--- config.mk ---
export PLATFORM = sky130hd
export DESIGN_NAME = ddr3_wb_bridge
export DESIGN_NICKNAME = d
export VERILOG_FILES = /design/src/rtl/ddr3_wb_bridge.sv
export SDC_FILE = /design/constraint.sdc
export NUM_CORES = 1
export LEC_CHECK = 0
export ABC_AREA = 1
export CAP_MARGIN = 20
export CORE_MARGIN = 4
export CORE_UTILIZATION = 53
export CTS_BUF_LIST = sky130_fd_sc_hd__clkbuf_4
export CTS_CLUSTER_DIAMETER = 120
export CTS_CLUSTER_SIZE = 20
export DETAILED_ROUTE_END_ITERATION = 8
export PLACE_DENSITY = 0.88
export SLEW_MARGIN = 20
export SYNTH_ARGS = -nofsm -noshare
export SYNTH_HDL_FRONTEND = slang
export SYNTH_SLANG_ARGS = --single-unit
--- constraint.sdc ---
create_clock -name clk -period 4.3 [get_ports clk]
set_clock_uncertainty 0.15 [all_clocks]
set_input_delay 0.86 -clock clk [delete_from_list [all_inputs] [get_ports clk]]
set_output_delay 0.86 -clock clk [all_outputs]
set_load 0.02 [all_outputs]
--- src/rtl/ddr3_wb_bridge.sv ---
// Wishbone classic slave that streams word beats into a DDR3 controller's
// ping-pong write FIFO and out of its read FIFO, aborting on a stalled FIFO.
module ddr3_wb_bridge #(
    parameter logic [23:0] TIMEOUT = 24'd1000000
) (
    input  logic        clk,
    input  logic        rst_n,

    input  logic        i_wbs_cyc,
    input  logic        i_wbs_stb,
    input  logic        i_wbs_we,
    input  logic [31:0] i_wbs_adr,
    input  logic [31:0] i_wbs_dat,
    output logic [31:0] o_wbs_dat,
    output logic        o_wbs_ack,

    output logic [27:0] o_address,
    output logic        o_write_en,
    output logic        o_read_en,

    input  logic [1:0]  i_if_write_ready,
    output logic [1:0]  o_if_write_activate,
    input  logic [23:0] i_if_write_fifo_size,
    output logic        o_if_write_strobe,
    output logic [31:0] o_if_write_data,

    input  logic        i_of_read_ready,
    output logic        o_of_read_activate,
    input  logic [23:0] i_of_read_size,
    output logic        o_of_read_strobe,
    input  logic [31:0] i_of_read_data,

    output logic        o_busy,
    output logic        o_timeout
);

    typedef enum logic [2:0] {
        S_IDLE,
        S_WR_WAIT,
        S_WR_DATA,
        S_WR_FLUSH,
        S_RD_WAIT,
        S_RD_DATA,
        S_RD_DONE
    } state_t;

    state_t      r_state;
    state_t      w_state_nxt;

    logic [27:0] r_address;
    logic        r_write_en;
    logic        r_read_en;
    logic [1:0]  r_wr_act;
    logic        r_wr_stb;
    logic [31:0] r_wr_dat;
    logic        r_rd_act;
    logic        r_rd_stb;
    logic [31:0] r_rd_dat;
    logic        r_ack;
    logic        r_timeout;
    logic [23:0] r_count;
    logic [23:0] r_wait;

    logic        w_req;
    logic        w_in_wait;
    logic        w_wait_hit;
    logic        w_wr_beat;
    logic        w_rd_beat;
    logic        w_abort;
    logic        w_unused;

    assign w_req      = i_wbs_cyc & i_wbs_stb;
    assign w_in_wait  = (r_state == S_WR_WAIT) || (r_state == S_RD_WAIT);
    assign w_wait_hit = w_in_wait && ((r_wait + 24'd1) >= TIMEOUT);
    assign w_unused   = &{1'b0, i_wbs_adr[31:28]};

    // Next-state and beat qualification; cyc loss always wins so the bus can escape.
    always_comb begin
        w_state_nxt = r_state;
        w_wr_beat   = 1'b0;
        w_rd_beat   = 1'b0;
        w_abort     = 1'b0;
        case (r_state)
            S_IDLE: begin
                if (w_req) begin
                    w_state_nxt = i_wbs_we ? S_WR_WAIT : S_RD_WAIT;
                end
            end
            S_WR_WAIT: begin
                if (!i_wbs_cyc) begin
                    w_state_nxt = S_WR_FLUSH;
                end else if ((i_if_write_ready != 2'b00) && (r_wr_act == 2'b00)) begin
                    w_state_nxt = S_WR_DATA;
                end else if (w_wait_hit) begin
                    w_state_nxt = S_IDLE;
                    w_abort     = 1'b1;
                end
            end
            S_WR_DATA: begin
                if (!i_wbs_cyc) begin
                    w_state_nxt = S_WR_FLUSH;
                end else if (r_count >= i_if_write_fifo_size) begin
                    w_state_nxt = S_WR_WAIT;
                end else if (i_wbs_stb && i_wbs_we && !r_ack) begin
                    w_wr_beat = 1'b1;
                end
            end
            S_WR_FLUSH: begin
                w_state_nxt = S_IDLE;
            end
            S_RD_WAIT: begin
                if (!i_wbs_cyc) begin
                    w_state_nxt = S_RD_DONE;
                end else if (i_of_read_ready && !r_rd_act) begin
                    w_state_nxt = S_RD_DATA;
                end else if (w_wait_hit) begin
                    w_state_nxt = S_IDLE;
                    w_abort     = 1'b1;
                end
            end
            S_RD_DATA: begin
                if (!i_wbs_cyc) begin
                    w_state_nxt = S_RD_DONE;
                end else if (r_count >= i_of_read_size) begin
                    w_state_nxt = S_RD_WAIT;
                end else if (i_wbs_stb && !i_wbs_we && !r_ack) begin
                    w_rd_beat = 1'b1;
                end
            end
            S_RD_DONE: begin
                w_state_nxt = S_IDLE;
            end
            default: begin
                w_state_nxt = S_IDLE;
            end
        endcase
    end

    always_ff @(posedge clk or negedge rst_n) begin
        if (!rst_n) begin
            r_state <= S_IDLE;
        end else begin
            r_state <= w_state_nxt;
        end
    end

    always_ff @(posedge clk or negedge rst_n) begin
        if (!rst_n) begin
            r_address  <= '0;
            r_write_en <= 1'b0;
            r_read_en  <= 1'b0;
            r_wr_act   <= '0;
            r_wr_stb   <= 1'b0;
            r_wr_dat   <= '0;
            r_rd_act   <= 1'b0;
            r_rd_stb   <= 1'b0;
            r_rd_dat   <= '0;
            r_ack      <= 1'b0;
            r_timeout  <= 1'b0;
            r_count    <= '0;
            r_wait     <= '0;
        end else begin
            r_ack    <= w_wr_beat | w_rd_beat;
            r_wr_stb <= w_wr_beat;
            r_rd_stb <= w_rd_beat;
            if (w_wr_beat) begin
                r_wr_dat <= i_wbs_dat;
            end
            if (w_rd_beat) begin
                r_rd_dat <= i_of_read_data;
            end

            case (r_state)
                S_IDLE: begin
                    if (w_req) begin
                        r_address  <= i_wbs_adr[27:0];
                        r_write_en <= i_wbs_we;
                        r_read_en  <= !i_wbs_we;
                        r_timeout  <= 1'b0;
                    end
                end
                S_WR_WAIT: begin
                    if (w_state_nxt == S_WR_DATA) begin
                        r_wr_act <= i_if_write_ready[0] ? 2'b01 : 2'b10;
                        r_count  <= '0;
                    end
                end
                S_WR_DATA: begin
                    if (w_state_nxt != S_WR_DATA) begin
                        r_wr_act <= '0;
                    end else if (w_wr_beat) begin
                        r_count <= r_count + 24'd1;
                    end
                end
                S_WR_FLUSH: begin
                    r_write_en <= 1'b0;
                end
                S_RD_WAIT: begin
                    if (w_state_nxt == S_RD_DATA) begin
                        r_rd_act <= 1'b1;
                        r_count  <= '0;
                    end else if (w_state_nxt == S_RD_DONE) begin
                        r_read_en <= 1'b0;
                    end
                end
                S_RD_DATA: begin
                    if (w_state_nxt != S_RD_DATA) begin
                        r_rd_act <= 1'b0;
                        if (w_state_nxt == S_RD_DONE) begin
                            r_read_en <= 1'b0;
                        end
                    end else if (w_rd_beat) begin
                        r_count <= r_count + 24'd1;
                    end
                end
                default: begin
                end
            endcase

            if (w_abort) begin
                r_timeout  <= 1'b1;
                r_write_en <= 1'b0;
                r_read_en  <= 1'b0;
                r_wr_act   <= '0;
                r_rd_act   <= 1'b0;
            end

            // Stall timer only advances while parked waiting on a FIFO.
            if ((w_state_nxt != r_state) || w_wr_beat || w_rd_beat) begin
                r_wait <= '0;
            end else if (w_in_wait) begin
                r_wait <= r_wait + 24'd1;
            end
        end
    end

    assign o_address           = r_address;
    assign o_write_en          = r_write_en;
    assign o_read_en           = r_read_en;
    assign o_if_write_activate = r_wr_act;
    assign o_if_write_strobe   = r_wr_stb;
    assign o_if_write_data     = r_wr_dat;
    assign o_of_read_activate  = r_rd_act;
    assign o_of_read_strobe    = r_rd_stb;
    assign o_wbs_dat           = r_rd_dat;
    assign o_wbs_ack           = r_ack;
    assign o_timeout           = r_timeout;
    assign o_busy              = (r_state != S_IDLE);

endmodule

==> flow_summary.yaml, run 1 <==
# flow metrics
synthesis:
  synthAoiAreaFrac: 0.0497
  ys_cells: 1160
  async_reset_ff_frac: 1.00
  top_cells_by_count: "472 x nand2_1, 152 x dfrtp_1, 109 x inv_1"
  synth_area_um2: 8660
  yosys.area_share.simple: 0.337
  ys_chip_area_um2: 8660
  ys_ff: 152
  mux_share: 0.00347
  ff_type: "dfrtp_1"
  top_cell: "nand2_1"
  ys_sh_adder: 0.0722
  top_cells_by_area: "dfrtp_1 44%, nand2_1 20%, ha_1 7.2%, inv_1 4.7%, nor2_1 3.7%"
  edf_count: 0
  ys_sh_xor: 0.0313
  synth_nets: 1362
  syn_avg_cell_area_um2: 7.47
  synthTopLogicFamily: "simple AND/OR/NAND/NOR gates"
  largest_area_cell: "dfrtp_1"
  ys_types: 40
  ys_seq_frac: 0.439
  yosys_warnings: 0
  syn_inst: 1160
  yosysTopAreaCellShare: 0.439
final_timing:
  drv_slew: 0
  fin_crit_sh: 0.827
  slew_headroom: 0.359
  grt_setup_unrepaired: "no"
  finalHoldViolations: 0
  fin_hold_ws_ps: 193
  setup-tns-final_ps: 0
  worst_pin_slew_ps: 962
  period_needed_ps: 3550
  max_freq_mhz: 281
  setup_viol_count_final: 0
outcome:
  outcome: "complete, no violations"
final_layout:
  nets: 1610
  drive_gt1_frac: 0.0605
  logic_area_um2: 4280
  seq_area_um2: 3800
  syn_to_final_growth_pct: 34.3
clocking:
  cts_tree: "built"
  clock_latency_ps: 560
  cts.htree.levels: 4
  hold_buffers: 0
  clk_pin_slew_ps: 140
  cts_buffer_depth: 2
  cts_sinks: 152
  post_cts_buffers: 0
  cts-root-buf: "clkbuf_4"
  numCtsBuffers: 17
routing:
  drc: 0
  drt-pass1-iter-count: 7
  ant_nets: 0
  finalWirelength_um: 24800
  wl_per_cell_um: 15.1
  via_per_inst: 5.06
  vias: 8300
  drt-initial-drc-count: 503
critical_path:
  cp-start-kind: "input port"
  crit_arrival_ps: 3860
  crit_fanout: 24
  cp-end-kind: "flip-flop"
  critPathKind: "input port to flip-flop"
  worstPathRequired_ps: 4600
place:
  gp_routability_congestion: 0.886
  dpl.hpwl_um: 19200
  portBuffers: 249
floorplanning:
  die_width_um: 136
  die_area_um2: 18400
  num_rows: 46
  dieHeight_um: 136
  fp-utilization: 0.543
  ios: 254
pwr:
  power.ir.vdd_worst_v: 0.000417
  cellLeakagePower_nw: 5.82
  power_density_nw_per_um2: 533
global_route:
  grt_max_degree: 105
  grt_pass1_wl_um: 39600
  grt_util_all_layers: 0.272
  grt_pass1_vias: 8268
  antenna_found_initial: 3
  overflow: 0
flow_run:
  warnings: 33
  drv_cap: 0
min_path:
  hold_class: "input port to asynchronous set/reset pin"
run 1: final timing paths:
check	startpoint	endpoint	slack, ps	cells past startpoint
max in group asynchronous	rst_n	o_if_write_strobe$_DFF_PN0_	2810	2
hold reg to reg	o_address[19]$_DFFE_PN0P_	o_address[19]$_DFFE_PN0P_	340	2
setup reg to reg	r_wait[0]$_DFFE_PN0P_	r_count[0]$_DFFE_PN0P_	970	18
min in group clk	o_address[19]$_DFFE_PN0P_	o_address[19]$_DFFE_PN0P_	340	2
setup / recovery	i_of_read_size[23]	r_count[0]$_DFFE_PN0P_	750	16
hold / removal	rst_n	r_wait[10]$_DFFE_PN0P_	190	1
run 1: report_power, final:
part / internal, mW / switching, mW
logic: 1.28 / 1.86
registers: 1.90 / 0.328
clock network: 0.252 / 0.585
run 1: cell usage in the layout (no fill, tap or decap), drive strengths merged, types with 3 or more instances in the layout:
cell type,synthesis,layout
nor2,111,111
clkdlybuf4s50,0,248
nand2,475,475
a21oi,32,32
xor2,21,21
xnor2,10,10
mux2i,3,3
ha,50,50
nand4,20,20
dfrtp,152,152
o21ai,35,35
clkbuf,21,17
nand3b,3,3
inv,113,121
nand3,61,61
nor4,4,4
clkinv,0,5
nor3,22,22
buf,12,14
run 1: flip-flops by register name, indices dropped and copies added (netlist names):
| name | cells |
|---|---|
| o_address | 28 |
| o_if_write_activate | 2 |
| o_if_write_data | 32 |
| o_if_write_strobe | 1 |
| o_of_read_activate | 1 |
| o_of_read_strobe | 1 |
| o_read_en | 1 |
| o_timeout | 1 |
| o_wbs_ack | 1 |
| o_wbs_dat | 32 |
| o_write_en | 1 |
| r_count | 24 |
| r_state | 3 |
| r_wait | 24 |
run 1: routing by layer:
layer  up-vias  GRT usage  share of wire
li1       4166          -              -
met1      3813      0.308           0.38
met2       268      0.467           0.50
met3        51      0.100          0.082
met4         2      0.112          0.035
met5         -          0        0.00032
run 1: final cells by class:
cell class / instances / area share
multi-input combinational: 862 / 0.368
sequential: 152 / 0.327
timing repair buffer: 262 / 0.223
inverter: 113 / 0.0365
tap: 216 / 0.0232
clock inverter: 15 / 0.0115
clock buffer: 17 / 0.0110
antenna: 2 / 0.000430
run 1: worst max-delay path, stage by stage:
cell             delay (ps)
clkdlybuf4s50_1         450
inv_1                    40
ha_1                    300
nand4_1                 120
nor3_1                  330
nand4_1                 130
nand4_1                 230
o21ai_0                 120
nand2_1                 110
nand2_1                 110
a21oi_4                 180
nand3_2                 110
nand2_2                 200
nand2_2                 330
nand2_1                 150
nand2_1                  50
run 1: metrics by stage:
step / util / cell area [um2] / instances / worst slack, ps / total power [mW]
floorplan: - / 8660 / 1160 / 1160 / 3.98
global placement: 0.713 / 11400 / 1605 / 225 / 5.29
detailed placement: 0.713 / 11400 / 1605 / 167 / 5.38
CTS: 0.729 / 11600 / 1637 / 785 / 6.23
global route: 0.730 / 11600 / 1639 / 423 / 6.59
finish: 0.730 / 11600 / 1639 / 746 / 6.20
run_1/floorplan.png
Pins as bars on the die edge. Tap cells in gray.
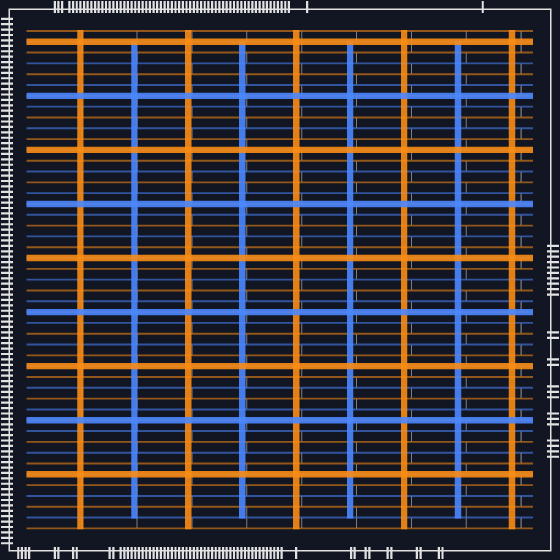
| color | net |
|---|---|
| blue | VDD |
| orange | VSS |
signal pins: 254
met4 straps: 9

run_1/class_map.png
The bar under the picture is 50 um long. Fill, decap, tap and diode cells in gray.
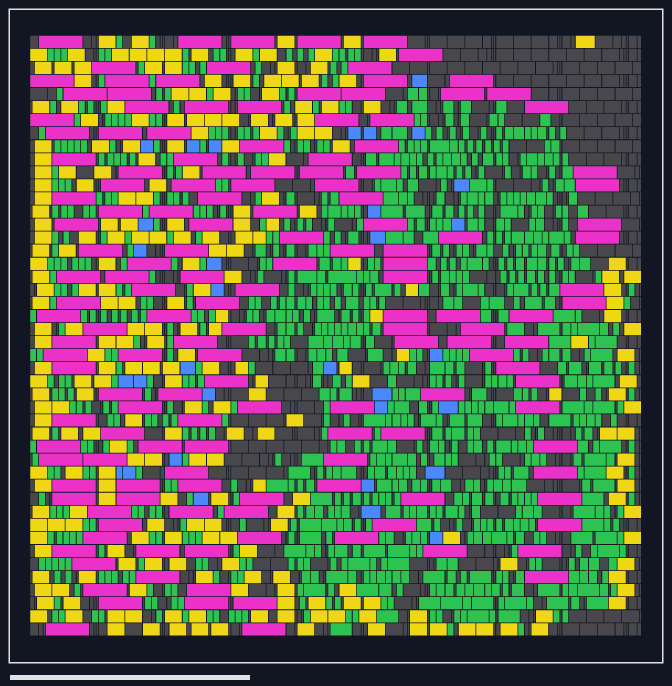
| color | class | cells |
|---|---|---|
| yellow | remaining buffers and delay cells | 262 |
| green | remaining logic cells | 975 |
| blue | clock drivers and dummy loads | 32 |
| magenta | registers | 152 |

run_1/placed.png
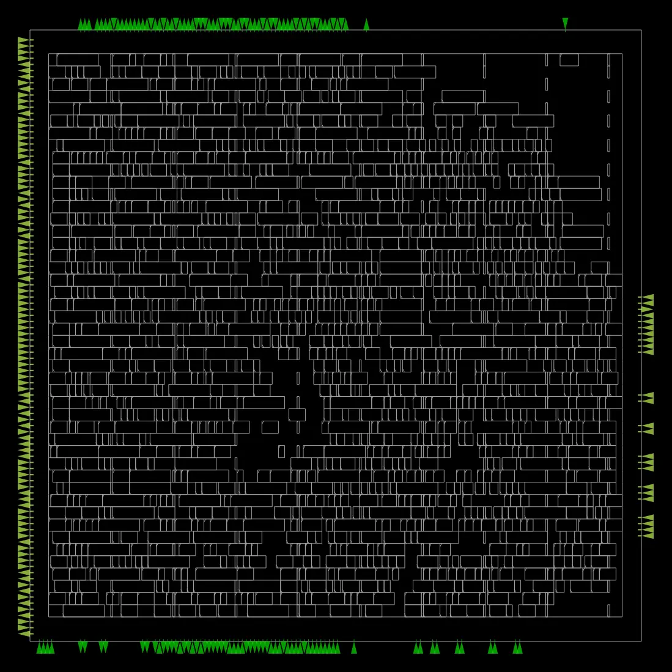
core outline area: 15,900 um2
Flops: 152
fill count: 1,230

run_1/m2.png
The bar under the picture is 50 um long.
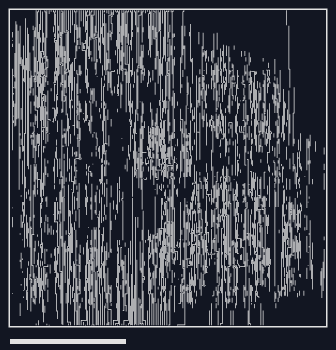
main direction: vertical
wire length on this layer: 12,400 um
share of all routed wire: 50%
nets with wire on the layer: 1,257

==> run 2, diff against run 1 <==
--- a/config.mk
+++ b/config.mk
@@ -8,12 +8,12 @@
 export ABC_AREA = 1
 export CAP_MARGIN = 20
 export CORE_MARGIN = 4
-export CORE_UTILIZATION = 53
+export CORE_UTILIZATION = 45
 export CTS_BUF_LIST = sky130_fd_sc_hd__clkbuf_4
 export CTS_CLUSTER_DIAMETER = 120
 export CTS_CLUSTER_SIZE = 20
 export DETAILED_ROUTE_END_ITERATION = 8
-export PLACE_DENSITY = 0.88
+export PLACE_DENSITY = 0.8
 export SLEW_MARGIN = 20
 export SYNTH_ARGS = -nofsm -noshare
 export SYNTH_HDL_FRONTEND = slang
==> constraint.sdc (replaced) <==
create_clock -name clk -period 3.1 [get_ports clk]
set_clock_uncertainty 0.15 [all_clocks]
set_input_delay 0.62 -clock clk [delete_from_list [all_inputs] [get_ports clk]]
set_output_delay 0.62 -clock clk [all_outputs]
set_load 0.02 [all_outputs]
==> run 2 against run 1 <==
Net effect: synthesized cell count is the same; the run now fails in final report; via count grew 1.1%; routed wire length shrank 1.5%; area after synthesis is the same; first-iteration DRC count shrank 31%.
==> flow_summary.yaml, run 2 <==
# generated from flow reports
synthesis:
  ff_type: "dfrtp_1"
  synth_nets: 1362
  yosysTopAreaCellShare: 0.439
  top_cells_by_count: "472 x nand2_1, 152 x dfrtp_1, 109 x inv_1"
  synthAoiAreaFrac: 0.0497
  top_cells_by_area: "dfrtp_1 44%, nand2_1 20%, ha_1 7.2%, inv_1 4.7%, nor2_1 3.7%"
  synthTopLogicFamily: "simple AND/OR/NAND/NOR gates"
  ys_types: 40
  ys_seq_frac: 0.439
  syn_inst: 1160
  edf_count: 0
  largest_area_cell: "dfrtp_1"
  syn_avg_cell_area_um2: 7.47
  ys_ff: 152
  async_reset_ff_frac: 1.00
  ys_sh_xor: 0.0313
  yosys.area_share.simple: 0.337
  ys_chip_area_um2: 8660
  synth_area_um2: 8660
  mux_share: 0.00347
  ys_sh_adder: 0.0722
  ys_cells: 1160
  top_cell: "nand2_1"
  yosys_warnings: 0
global_route:
  grt_max_degree: 153
  grt_pass1_vias: 8128
  grt_pass1_wl_um: 39300
  antenna_found_initial: 2
  grt_util_all_layers: 0.223
  overflow: 0
clocking:
  cts-root-buf: "clkbuf_4"
  cts_sinks: 152
  cts_buffer_depth: 2
  hold_buffers: 0
  cts.htree.levels: 4
  numCtsBuffers: 17
routing:
  drt-pass1-iter-count: 6
  ant_nets: 0
  vias: 8389
  drt-initial-drc-count: 348
  finalWirelength_um: 24400
floorplanning:
  fp-utilization: 0.460
  num_rows: 50
  die_width_um: 147
  dieHeight_um: 147
  ios: 254
place:
  dpl.hpwl_um: 18400
  placed_cells: 1673
  gp_routability_congestion: 0.903
  portBuffers: 249
final_timing:
  crit_endpoint: "r_wait[23]$_DFFE_PN0P_/D"
  worst-ep-kind: "register data pin"
outcome:
  outcome: "aborted with a tool error"
  firstError: "[ERROR RCX-0544] Connection and drawing faults: 2, in 1 nets (warnings RCX-0540 to RCX-0555, RCX-0564 and RCX-0565). The parasitics of these nets may be wrong, so none..."
  lastStage: "final report"
## run 2: repair_timing
item	CTS	global route
gates resized	0	15
endpoints found under the setup margin	0	48
setup buffers	0	3
## run 2: cell families after synthesis
family	after synthesis
buffers and inverters	146
XOR/XNOR	31
AND-OR/OR-AND	78
AND/OR/NAND/NOR	700
multiplexers	3
flip-flops	152
adder cells (fa/ha/maj)	50
## run 2: metrics by stage
stage	cell area [um2]	worst slack, ps
2_1_floorplan	8660	197
5_1_grt	12100	-23.2
3_5_place_dp	11700	-452
4_1_cts	12000	95.0
3_3_place_gp	11700	-391
## run 2: per-layer routing
metal,routed length [um],track usage,vias up
met1,10000,0.262,3874
li1,-,-,4204
met2,11800,0.379,255
met4,648,0.0795,2
met3,1960,0.0780,54
met5,8,0,-
==> run 3, diff against run 2 <==
--- a/config.mk
+++ b/config.mk
@@ -8,12 +8,9 @@
 export ABC_AREA = 1
 export CAP_MARGIN = 20
 export CORE_MARGIN = 4
-export CORE_UTILIZATION = 45
-export CTS_BUF_LIST = sky130_fd_sc_hd__clkbuf_4
-export CTS_CLUSTER_DIAMETER = 120
-export CTS_CLUSTER_SIZE = 20
+export CORE_UTILIZATION = 40
 export DETAILED_ROUTE_END_ITERATION = 8
-export PLACE_DENSITY = 0.8
+export PLACE_DENSITY_LB_ADDON = 0.15
 export SLEW_MARGIN = 20
 export SYNTH_ARGS = -nofsm -noshare
 export SYNTH_HDL_FRONTEND = slang
==> constraint.sdc (replaced) <==
create_clock -name clk -period 4 [get_ports clk]
set_clock_uncertainty 0.15 [all_clocks]
set_input_delay 0.8 -clock clk [delete_from_list [all_inputs] [get_ports clk]]
set_output_delay 0.8 -clock clk [all_outputs]
set_load 0.02 [all_outputs]
run_3/clock_wires.png
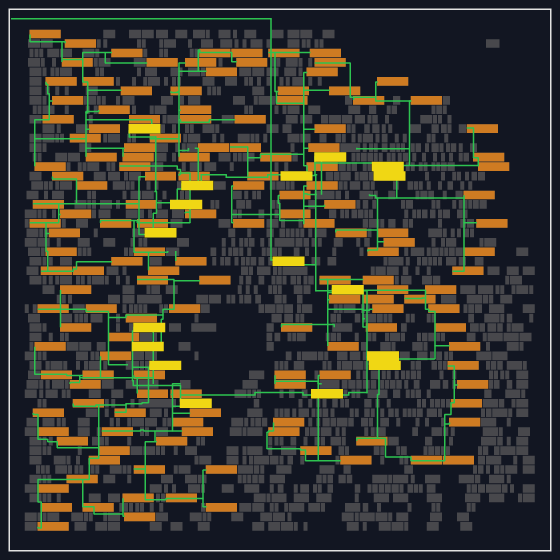
[yellow] clock-net drivers | count: 17
[orange] flip-flops | count: 152
[green] clock wires | length: 2,130 um
routed clock nets: 18

run_3/class_map.png
The bar under the picture is 50 um long. Fill, decap, tap and diode cells in gray.
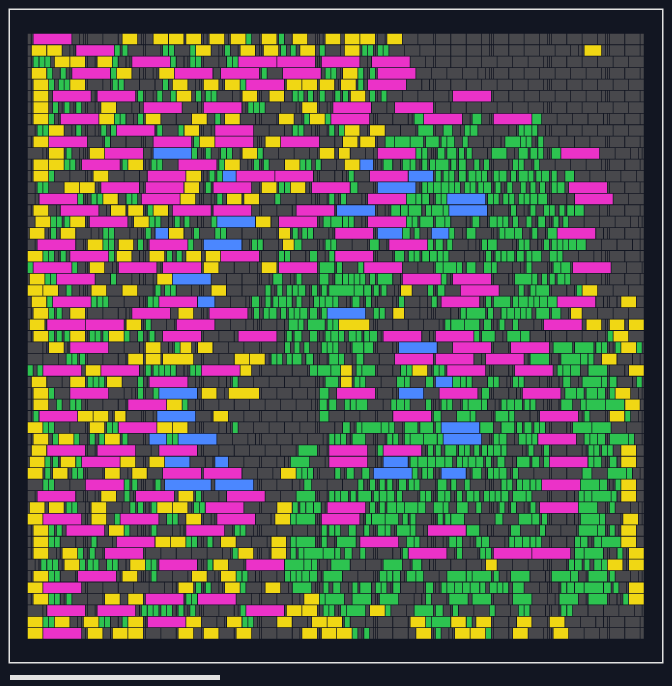
| color | class | cells |
|---|---|---|
| yellow | remaining buffers and delay cells | 264 |
| blue | clock drivers and dummy loads | 32 |
| green | remaining logic cells | 975 |
| magenta | registers | 152 |

run_3/m2.png
The bar under the picture is 50 um long.
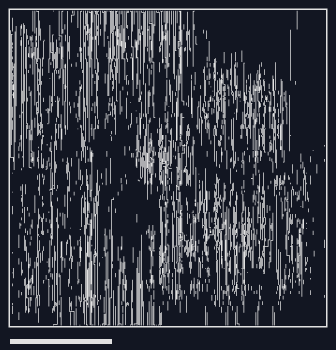
met2 Track Usage GR: 0.336
final wirelength: 24,700 um
vias post-DR: 8,023

==> run 3 against run 2 <==
Net effect: the run now ends clean; via count is 4.4% lower; first-iteration DRC count is 19% higher; routed wire length is 1.2% higher; area after synthesis stayed put.
==> flow_summary.yaml, run 3 <==
# flow metrics
synthesis:
  syn_avg_cell_area_um2: 7.47
  largest_area_cell: "dfrtp_1"
  ys_seq_frac: 0.439
  yosys_warnings: 0
  ff_type: "dfrtp_1"
  yosysTopAreaCellShare: 0.439
  synth_area_um2: 8660
  top_cells_by_area: "dfrtp_1 44%, nand2_1 20%, ha_1 7.2%, inv_1 4.7%, nor2_1 3.7%"
  ys_cells: 1160
  syn_inst: 1160
  synthTopLogicFamily: "simple AND/OR/NAND/NOR gates"
  synthAoiAreaFrac: 0.0497
  ys_types: 40
  ys_ff: 152
clocking:
  numCtsBuffers: 17
  cts_sinks: 152
  hold_buffers: 0
critical_path:
  critPathMaxStageDelay_ps: 460
  crit_fanout: 24
  path_delay_family: "simple AND/OR/NAND/NOR gates"
  cp-end-kind: "flip-flop"
  timing.critical_path.mode_cell: "nand2_1"
  slowest_stage: "clkdlybuf4s50_1"
pwr:
  cellLeakagePower_nw: 6.01
  p_comb_frac: 0.453
  cell_internal_pwr_mw: 4.36
  p_seq_frac: 0.321
  switching_power_mw: 3.09
  sw_frac_of_total: 0.415
  finalPower_mw: 7.45
place:
  placed_cells: 1666
  post-place-ws_ps: 52.8
  portBuffers: 249
final_timing:
  finalHoldViolations: 0
  slew_headroom: 0.512
  setup_viol_count_final: 0
  fin_hold_ws_ps: 188
  worst_pin_slew_ps: 731
  drv_slew: 0
global_route:
  grt_pass1_vias: 7843
  grt_max_degree: 65
  overflow: 0
  antenna_found_initial: 2
routing:
  via_per_inst: 4.72
  drc: 0
  drt-pass1-iter-count: 4
  drt-initial-drc-count: 413
final_layout:
  nets: 1612
  fin_cells: 1698
  num_antenna_cells: 0
  drive_gt1_frac: 0.0632
  syn_to_final_growth_pct: 40.1
  nFillCells: 1976
  logic_area_um2: 4280
  seq_area_um2: 3800
floorplanning:
  coreArea_um2: 21200
  num_rows: 53
outcome:
  outcome: "complete, no violations"
min_path:
  hold_class: "input port to asynchronous set/reset pin"
flow_run:
  drv_cap: 0
run 3: cell counts after synthesis:
Identical to the previous run, type by type.
run 3: final timing paths:
path / startpoint / slack (ps) / to / cells after the start
max reg2reg: r_count[21]$_DFFE_PN0P_ / 870 / r_count[7]$_DFFE_PN0P_ / 15
min reg2reg: o_address[3]$_DFFE_PN0P_ / 320 / o_address[3]$_DFFE_PN0P_ / 2
max in group asynchronous: rst_n / 2520 / o_address[13]$_DFFE_PN0P_ / 2
max: i_if_write_fifo_size[23] / 500 / r_count[7]$_DFFE_PN0P_ / 16
min: rst_n / 190 / r_wait[11]$_DFFE_PN0P_ / 1
min in group clk: o_address[3]$_DFFE_PN0P_ / 320 / o_address[3]$_DFFE_PN0P_ / 2
run 3: cell families (layout without fill, tap and decap cells):
family | count (synthesis) | in the layout
AND-OR/OR-AND | 78 | 78
buffers and inverters | 146 | 409
multiplexers | 3 | 3
AND/OR/NAND/NOR | 700 | 700
flip-flops | 152 | 152
adder cells (fa/ha/maj) | 50 | 50
XOR/XNOR | 31 | 31
run 3: per-layer routing:
layer	part of all wire	GRT usage	vias up	routed length, um
met5	0.0011	0	-	26
met4	0.012	0.0463	4	304
met3	0.096	0.0862	22	2380
met2	0.47	0.336	228	11600
met1	0.42	0.262	3623	10500
li1	-	-	4146	-
run 3: power groups by stage:
| stage | combinational (mW) | sequential (mW) | clock [mW] |
|---|---|---|---|
| 5_1_grt | 3.71 | 2.47 | 1.80 |
| 3_5_place_dp | 3.41 | 2.40 | 0 |
| 6_report | 3.37 | 2.39 | 1.68 |
| 3_3_place_gp | 3.37 | 2.40 | 0 |
| 2_1_floorplan | 1.40 | 2.89 | 0 |
| 4_1_cts | 3.42 | 2.39 | 1.73 |
run 3: layout make-up:
type,count,share of cell area
well taps,275,0.0284
clock buffers,17,0.0351
multi-input cells,862,0.353
clock inverters,15,0.0171
repair buffers,264,0.218
inverters,113,0.0350
flip-flops and latches,152,0.314
run 3: worst reg2reg max path: stages, from the launching register on:
cell     delay, ps
dfrtp_1        480
ha_1           340
nand4_1        110
nor3_1         220
buf_4          170
nand4_1         80
nand4_1        220
o21ai_0        110
nand2_1        130
nand2_1        120
a21oi_4        180
nand3_2        120
nand2_2         90
nand2_2        290
nand2_1        170
nand2_1         60
==> run 4, diff against run 3 <==
--- a/config.mk
+++ b/config.mk
@@ -10,7 +10,9 @@
 export CORE_MARGIN = 4
 export CORE_UTILIZATION = 40
 export DETAILED_ROUTE_END_ITERATION = 8
+export GPL_ROUTABILITY_DRIVEN = 0
 export PLACE_DENSITY_LB_ADDON = 0.15
+export SETUP_SLACK_MARGIN = 0.3
 export SLEW_MARGIN = 20
 export SYNTH_ARGS = -nofsm -noshare
 export SYNTH_HDL_FRONTEND = slang
run_4/m2.png
The bar under the picture is 50 um long.
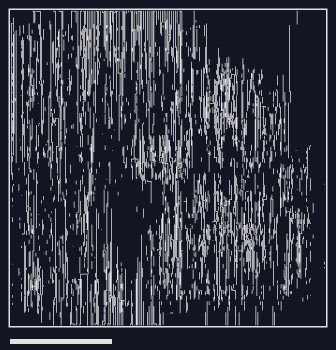
main direction: vertical
wire length on this layer: 11,700 um
longest straight run: 74.3 um

run_4/clock_wires.png
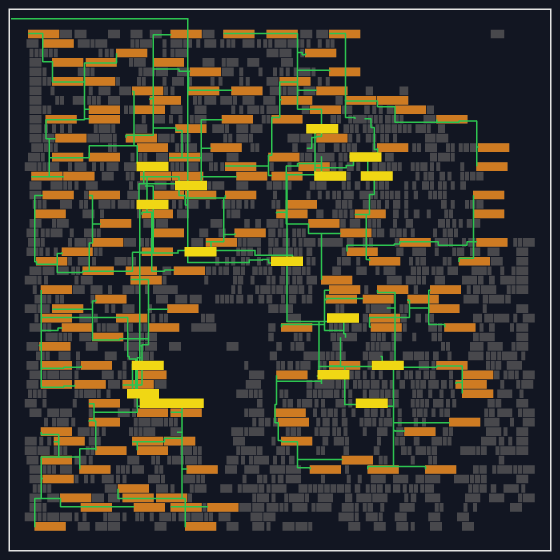
[yellow] clock-net drivers | count: 17
[green] clock wires | length: 2,110 um
[orange] flip-flops | count: 152
routed clock nets: 18

run_4/class_map.png
The bar under the picture is 50 um long. Fill, decap, tap and diode cells in gray.
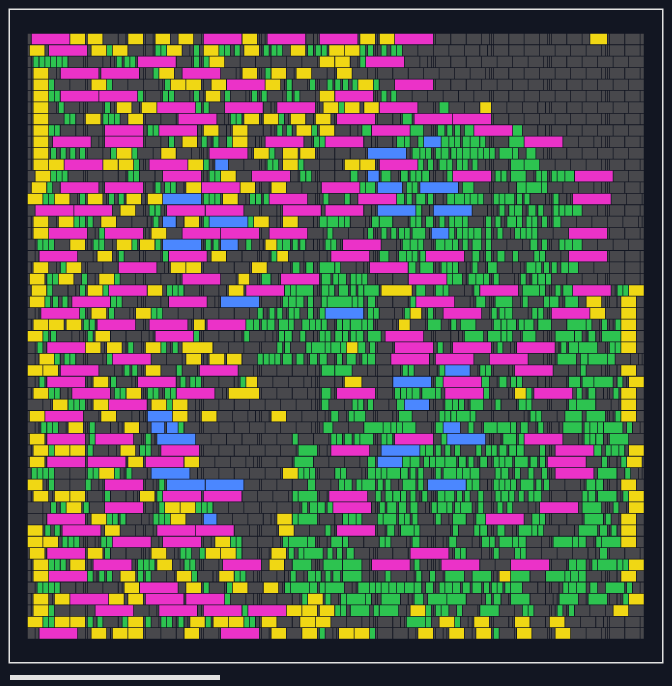
| color | class | cells |
|---|---|---|
| green | remaining logic cells | 975 |
| yellow | remaining buffers and delay cells | 264 |
| magenta | registers | 152 |
| blue | clock drivers and dummy loads | 32 |

==> run 4 against run 3 <==
Net effect: worst hold slack better by 41 ps; clock-buffer cell count unchanged; final cell count unchanged; critical endpoint is now r_count[10]$_DFFE_PN0P_; largest power group unchanged; highest routed layer unchanged.
==> flow_summary.yaml, run 4 <==
# flow metrics
critical_path:
  timing.critical_path.mode_cell: "nand2_1"
  cp-start-kind: "input port"
  crit_arrival_ps: 3620
  worstPathRequired_ps: 4200
  path_delay_family: "simple AND/OR/NAND/NOR gates"
  worst_r2r_endpoint: "r_wait[23]$_DFFE_PN0P_"
  rr_worst_depth: 17
  cp-end-kind: "flip-flop"
  crit_fanout: 24
  rrSetupSlack_ps: 910
final_layout:
  syn_to_final_growth_pct: 39.9
  layout_top_cells: "472 x nand2_1, 248 x clkdlybuf4s50_1, 152 x dfrtp_1"
  fin_util: 0.573
  num_antenna_cells: 0
  fin_cells: 1698
  layout_top_cell: "nand2_1"
  design_area_um2: 12100
  drive_gt1_frac: 0.0639
global_route:
  antenna_found_initial: 1
  grt_util_all_layers: 0.208
  grt_pass1_vias: 7948
  overflow: 0
  grt_max_degree: 83
  grt_pass1_wl_um: 40300
clocking:
  clock_latency_ps: 420
  cts.htree.levels: 4
  clk_pin_slew_ps: 70
  numCtsBuffers: 17
  hold_buffers: 0
  cts_buffer_depth: 2
  cts_sinks: 152
floorplanning:
  ios: 254
  dieHeight_um: 155
  coreArea_um2: 21200
  die_width_um: 155
  fp-utilization: 0.409
synthesis:
  top_cells_by_area: "dfrtp_1 44%, nand2_1 20%, ha_1 7.2%, inv_1 4.7%, nor2_1 3.7%"
  synth_nets: 1362
  ys_types: 40
  top_cell: "nand2_1"
  syn_inst: 1160
  top_cells_by_count: "472 x nand2_1, 152 x dfrtp_1, 109 x inv_1"
  yosysTopAreaCellShare: 0.439
  edf_count: 0
  largest_area_cell: "dfrtp_1"
  ys_ff: 152
  ys_cells: 1160
  ff_type: "dfrtp_1"
  ys_seq_frac: 0.439
final_timing:
  finalHoldViolations: 0
  worst_slack_ps: 581
  worst_pin_slew_ps: 816
  fin_crit_sh: 0.855
  slew_headroom: 0.456
  setup_viol_count_final: 0
  setup-tns-final_ps: 0
  max_freq_mhz: 293
  period_needed_ps: 3420
  grt_setup_unrepaired: "no"
place:
  portBuffers: 249
  placed_cells: 1666
routing:
  via_per_inst: 4.74
  drc: 0
  drt-initial-drc-count: 487
  wl_per_cell_um: 14.6
  drt-pass1-iter-count: 5
  finalWirelength_um: 24800
min_path:
  hold_class: "input port to asynchronous set/reset pin"
pwr:
  cellLeakagePower_nw: 5.99
flow_run:
  drv_cap: 0
  warnings: 30
outcome:
  outcome: "complete, no violations"
-- run 4: layer usage --
metal / wire length, um / part of all wire / track usage
met5: 20 / 0.00081 / 0
met4: 342 / 0.014 / 0.0492
met3: 2410 / 0.097 / 0.0829
met2: 11700 / 0.47 / 0.338
met1: 10400 / 0.42 / 0.260
-- run 4: cell type report --
class	instances	area (um2)
timing repair buffer	264	2650
tap	275	344
multi-input combinational	862	4290
inverter	113	424
clock inverter	15	176
sequential	152	3800
clock buffer	17	425
fill	1957	9040
-- run 4: per-stage QoR --
| stage | power [mW] | hold slack, ps |
|---|---|---|
| after detailed placement | 5.80 | 307 |
| after CTS | 7.46 | 306 |
| after global routing | 7.88 | 299 |
| final | 7.38 | 230 |
| after global placement | 5.77 | 303 |
| after floorplan | 4.28 | 354 |
-- run 4: power breakdown --
part           switching [mW]  leakage [nW]  internal [mW]
logic                    1.97          3.68           1.41
clock network           0.767         0.286          0.842
registers               0.345          2.02           2.05
total                    3.08          5.99           4.30
-- run 4: repair_timing --
action	in CTS	in global routing
gates resized	0	3
setup buffers	0	0
endpoints found under the setup margin	0	24
-- run 4: logic make-up (layout without fill, tap and decap cells) --
logic type,Yosys count,after routing,share of synthesized area
compound gates,78,78,0.0497
xor+xnor,31,31,0.0313
fa+ha+maj,50,50,0.0722
buf+inv,146,409,0.0670
flops,152,152,0.439
mux,3,3,0.00347
simple gates,700,700,0.337
-- run 4: worst max path at each step --
| stage | startpoint | to | slack [ps] | cells past startpoint |
|---|---|---|---|---|
| after global placement | i_of_read_size[19] | r_count[17]$_DFFE_PN0P_ | 150 | 17 |
| after floorplan | i_of_read_size[13] | r_count[0]$_DFFE_PN0P_ | 920 | 15 |
| after global routing | i_of_read_size[23] | r_count[7]$_DFFE_PN0P_ | 310 | 17 |
| final | i_of_read_size[13] | r_count[10]$_DFFE_PN0P_ | 580 | 16 |
| after CTS | i_of_read_size[23] | r_count[12]$_DFFE_PN0P_ | 510 | 17 |
| after detailed placement | i_of_read_size[23] | r_count[16]$_DFFE_PN0P_ | 80 | 17 |
-- run 4: worst register-to-register path: stages, from the launching register on --
cell,delay (ps)
dfrtp_1,410
ha_1,190
inv_1,60
nor2_2,240
nand3_1,220
nor3_1,320
nand2_1,140
nand3_1,90
nor2_1,60
nand2_1,70
nand2_1,80
nand3_2,160
nand2_1,90
o21ai_0,80
nand4_1,100
nand3b_2,260
buf_12,190
nor2_1,100
No activity file was given, so power comes from the tool's default toggle rates.
